===== config.mk =====
export PLATFORM = sky130hd
export DESIGN_NAME = button_debouncer
export DESIGN_NICKNAME = d
export VERILOG_FILES = /design/src/rtl/button_debouncer.sv
export SDC_FILE = /design/constraint.sdc
export NUM_CORES = 1
export LEC_CHECK = 0
export ABC_AREA = 1
export CORE_UTILIZATION = 40
export DETAILED_ROUTE_END_ITERATION = 10
export GPL_TIMING_DRIVEN = 0
export HOLD_SLACK_MARGIN = 0.08
export MAX_ROUTING_LAYER = met4
export PLACE_DENSITY_LB_ADDON = 0.12
export SYNTH_ARGS = -nofsm -noshare
export SYNTH_HDL_FRONTEND = slang
export SYNTH_SLANG_ARGS = --single-unit

===== constraint.sdc =====
create_clock -name sys_clk -period 1.9 [get_ports sys_clk]
set_input_delay 0.19 -clock sys_clk [delete_from_list [all_inputs] [get_ports sys_clk]]
set_output_delay 0.19 -clock sys_clk [all_outputs]
set_load 0.005 [all_outputs]

===== src/rtl/button_debouncer.sv =====
// Conditions N raw active-low buttons into synchronous debounced levels plus
// one-cycle press, release and long-press strobes.
module button_debouncer #(
  parameter int N               = 8,
  parameter int DEBOUNCE_CYCLES = 600000,
  parameter int LONG_CYCLES     = 12000000
) (
  input  logic         sys_clk,
  input  logic         sys_rst,
  input  logic [N-1:0] btn_n,
  output logic [N-1:0] state,
  output logic [N-1:0] press,
  // "release" is a reserved word, hence the suffix
  output logic [N-1:0] release_pulse,
  output logic [N-1:0] long_press
);

  localparam logic [19:0] DC_LAST = 20'(DEBOUNCE_CYCLES - 1);
  localparam logic [23:0] HC_LAST = 24'(LONG_CYCLES - 1);
  localparam logic [23:0] HC_SAT  = 24'(LONG_CYCLES);

  logic [N-1:0] sync_p0;
  logic [N-1:0] sync_p1;
  logic [N-1:0] s;
  logic [19:0]  dc [N];
  logic [23:0]  hc [N];

  function automatic logic [23:0] hold_sat_inc(input logic [23:0] v);
    return (v == HC_SAT) ? v : v + 24'd1;
  endfunction

  // Stage p0/p1: two-flop synchronizer, resets to released (pins high)
  always_ff @(posedge sys_clk or negedge sys_rst) begin
    if (!sys_rst) begin
      sync_p0 <= '1;
      sync_p1 <= '1;
    end else begin
      sync_p0 <= btn_n;
      sync_p1 <= sync_p0;
    end
  end

  assign s = ~sync_p1;

  // Debounce stage: any sample equal to the current level restarts the count
  always_ff @(posedge sys_clk or negedge sys_rst) begin
    if (!sys_rst) begin
      state         <= '0;
      press         <= '0;
      release_pulse <= '0;
      for (int i = 0; i < N; i++) dc[i] <= '0;
    end else begin
      press         <= '0;
      release_pulse <= '0;
      for (int i = 0; i < N; i++) begin
        if (s[i] == state[i]) begin
          dc[i] <= '0;
        end else if (dc[i] == DC_LAST) begin
          state[i]         <= s[i];
          dc[i]            <= '0;
          press[i]         <= s[i];
          release_pulse[i] <= ~s[i];
        end else begin
          dc[i] <= dc[i] + 20'd1;
        end
      end
    end
  end

  // Hold stage: counter parks one past the threshold so the strobe fires once
  always_ff @(posedge sys_clk or negedge sys_rst) begin
    if (!sys_rst) begin
      long_press <= '0;
      for (int i = 0; i < N; i++) hc[i] <= '0;
    end else begin
      long_press <= '0;
      for (int i = 0; i < N; i++) begin
        if (!state[i]) begin
          hc[i] <= '0;
        end else begin
          hc[i]         <= hold_sat_inc(hc[i]);
          long_press[i] <= (hc[i] == HC_LAST);
        end
      end
    end
  end

endmodule


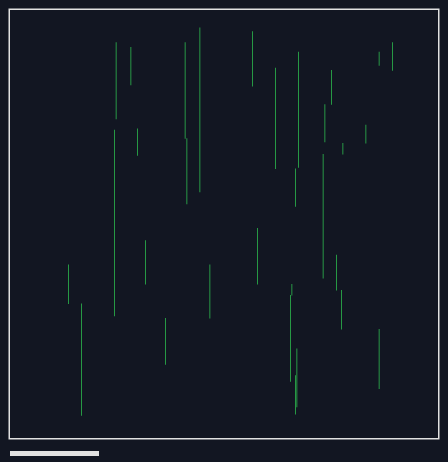
(M4 wires)
Bar = 50 µm.
main direction: vertical
wire length on this layer: 1070 µm
longest straight run: 104 µm
total wire length: 50.7 mm
total number of vias: 19500

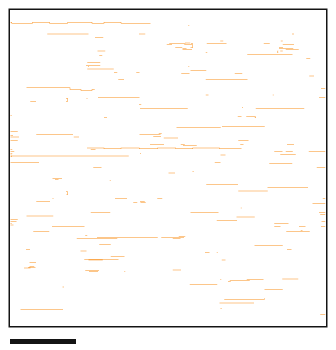
(met3 routing)
Bar = 50 µm.
main direction: horizontal
nets with wire on the layer: 118
longest straight run: 88.8 µm
wire length on this layer: 1830 µm
met3 Use GR: 2.50%

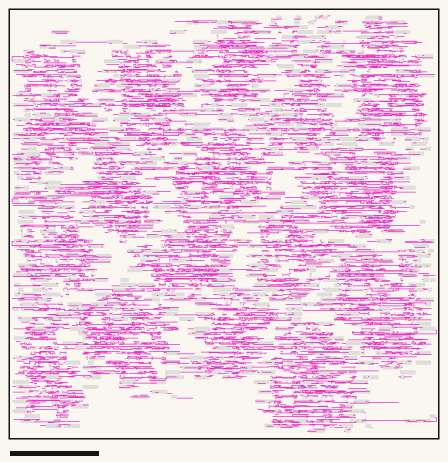
(M1 wires)
Bar = 50 µm. Cells faint in the background.
nets with wire on the layer: 3078
share of all routed wire: 48%
main direction: horizontal
met1 Use GR: 24.9%

flip-flops by register name, indices dropped and copies added (netlist names):
register,count
press,8
state,8
sync_p1,8
dc,160
sync_p0,8
release_pulse,8
long_press,8
hc,192
how the worst max path moves through the flow:
| stage | from | to | slack (ns) | cells after the start |
|---|---|---|---|---|
| finish | state[2] | state[2] | 0.1 | 1 |
| global route | dc[80] | dc[94] | 0.008 | 8 |
| CTS | state[2] | state[2] | 0.04 | 1 |
| detailed placement | dc[20] | dc[33] | 0.1 | 8 |
| global placement | sys_rst | hc[161] | -17.78 | 1 |
| floorplan | dc[20] | dc[33] | 0.45 | 8 |
final cells by class:
| cell class | count | area (µm²) | area share [%] |
|---|---|---|---|
| well taps | 748 | 936 | 3.62 |
| flip-flops and latches | 400 | 10000 | 38.8 |
| inverters | 367 | 1380 | 5.33 |
| multi-input cells | 2344 | 11100 | 42.8 |
| plain buffers | 22 | 103 | 0.397 |
| repair buffers | 54 | 616 | 2.38 |
| clock buffers | 61 | 1360 | 5.28 |
| clock inverters | 31 | 369 | 1.43 |
power groups by stage:
stage / Combinational (mW) / Sequential [mW] / Clock, mW
final: 0.411 / 8.65 / 9.95
after global routing: 0.491 / 8.66 / 10.6
after CTS: 0.436 / 8.65 / 10.3
after detailed placement: 0.421 / 8.81 / 0
after global placement: 0.383 / 8.82 / 0
after floorplan: 0.150 / 8.79 / 0
stage by stage:
step	total power [mW]	utilization [%]	instance area, µm²	setup WS [ns]
6_report	19.0	46.7	25900	0.0974
5_1_grt	19.8	46.7	25900	0.00798
4_1_cts	19.4	46.6	25800	0.0355
3_5_place_dp	9.23	43.3	24000	0.0996
3_3_place_gp	9.20	43.1	23900	-17.78
2_1_floorplan	8.94	-	22600	0.448
==> impl_metrics.json <==
{
  "power_density_nw_per_um2": 735,
  "yosysSeqAreaShare_pct": 44.5,
  "detail_route.wirelength.met1_mm": 24.4,
  "fmaxAchievable_ghz": 0.555,
  "synth.area.mux_share_pct": 0,
  "die_ar_um2": 57300,
  "crit-reg2reg-launch": "hc[168]",
  "dr.pass1.iters": 5,
  "routing_usage_on_met2_pct": 30.6,
  "r2r_cells": 7,
  "final_report_hold_violation_count": 0,
  "critical_path.n_buffers_inverters": 1,
  "final_common_cell": "nand2_1",
  "ys_top_cells_by_area": "dfrtp_1 (43%), nand2_1 (13%), nor2_1 (12%)",
  "busiest_layer": "met2",
  "ioPinCount": 42,
  "crit_path_cell_trace": "clkdlybuf4s50_1",
  "maximum_net_fanout_on_the_critical_path": 5,
  "share_clk_of_total_power_pct": 52.3,
  "synth_area_per_cell_um2": 7.20,
  "xor_share_pct": 4.12,
  "timing.max_cap.violations": 0,
  "layout_min_cycle_time_ns": 1.80,
  "max_stage_delay_ns": 0.55,
  "stdcell_count": 4027,
  "detail_route.iter0.violations": 985,
  "synthTopCellsByCount": "nand2_1 (800), nor2_1 (721), dfrtp_1 (384)",
  "enable_flop_cells": 0,
  "place.detailed.hpwl_mm": 36.7,
  "cts.htree.levels": 2,
  "power_switching_share_pct": 22.3,
  "post_synth_main_logic_family": "simple AND/OR/NAND/NOR gates",
  "row_count": 86,
  "final.period_utilization_pct": 94.9,
  "wire_length_of_the_first_global_routing_pass_mm": 89.1,
  "simple_gate_area_share_pct": 39.2,
  "worst-slew-pin-transition_ns": 0.781,
  "antenna_found_initial": 0,
  "total_leakage_power_nw": 10.8,
  "viasPerCell": 4.85,
  "synth_top_area_share_pct": 42.6,
  "synth-seq-cells": 400,
  "worst-setup-path-type": "reg -> out",
  "unrepaired_setup_endpoints_after_global_routing": "no",
  "r2r_slack_ns": 0.14,
  "ys.flop_type": "dfrtp_1",
  "core_area_um2": 55400,
  "yosys.area_share.adder_pct": 1.33,
  "clock_tree_from_tritoncts": "yes",
  "clk_tree_root_cell": "clkbuf_16",
  "numPortBuffers": 41,
  "timing.critical_path.arrival_ns": 1.61,
  "cp_top_family": "buffers and inverters",
  "largest_net_degree_at_the_start_of_global_routing": 94,
  "postSynth.asyncResetShare_pct": 100,
  "synth.yosys.num_cells": 3133,
  "drcViolationCount": 0,
  "synth_area_um2": 22600,
  "cts-resized-gates": 1,
  "crit_required_ns": 1.71,
  "category_of_the_worst_setup_path_launch_point": "flip-flop",
  "synth.yosys.warnings": 0,
  "vias_in_the_first_global_route": 19000,
  "clock-skew-final_ns": 0.0156,
  "setup-tns-final_ns": 0,
  "final_cell_mix": "nand2_1 (800), nor2_1 (721), dfrtp_1 (382), inv_1 (347), nand3_1 (199)",
  "final_max_slew_viol_count": 0,
  "yosys.stat.chipArea_um2": 22600,
  "clock.latency.late_pin_ns": 0.58,
  "route.met2.wl_mm": 23.4,
  "hold_class": "in -> async",
  "max_slew_margin_pct": 47.4,
  "die_w_um": 239,
  "seq_power_share_pct": 45.5,
  "insertedDiodeCount": 0,
  "drt-wirelength-per-cell_um": 12.6,
  "top_signal_layer_used": "met4",
  "yosysUniqueCellTypes": 44,
  "fp.dieH_um": 239,
  "areaGrowthSynthToFinish_pct": 14.6,
  "gr-usage-all-layers_pct": 19.0,
  "maximum_root_to_sink_buffer_count": 3,
  "post_synth_inst_count": 3133,
  "antenna_left": 0,
  "inst_count_dp": 3926,
  "overflow": 0,
  "cell_internal_pwr_mw": 14.8,
  "fillers": 5606,
  "synth_compound_gate_area_share_pct": 4.34,
  "status": "finished, final reports clean",
  "comb_power_share_pct": 2.2,
  "final_nets": 3272,
  "timing.hold.ws_ns": 0.174,
  "mappedNetlistNets": 3167,
  "post_cts_setup_repair_buffer_count": 0,
  "cts.reportedPaths.clkPinSlew_ns": 0.05,
  "setup_viol": 0,
  "cts_hold_buffers": 9,
  "peakVddDrop_v": 0.000647,
  "switching_power_mw": 4.24,
  "wl_met3_mm": 1.82,
  "openroad.warnings": 34,
  "timing.critical_path.to_type": "output port",
  "cp_slowest_cell": "clkdlybuf4s50_1",
  "synth.most_common_cell": "nand2_1",
  "floorplan.core_util_pct": 40.7,
  "finalWeightedCongestion": 0.906,
  "count_of_clock_tree_sinks": 400,
  "regToRegEndpoint": "hc[184]",
  "final_layout_size_suffix_gt1_share_pct": 8.33,
  "cts_inserted_buffers": 49,
  "yosysTopAreaCell": "dfrtp_1"
}
Power and IR drop assume default switching activity.
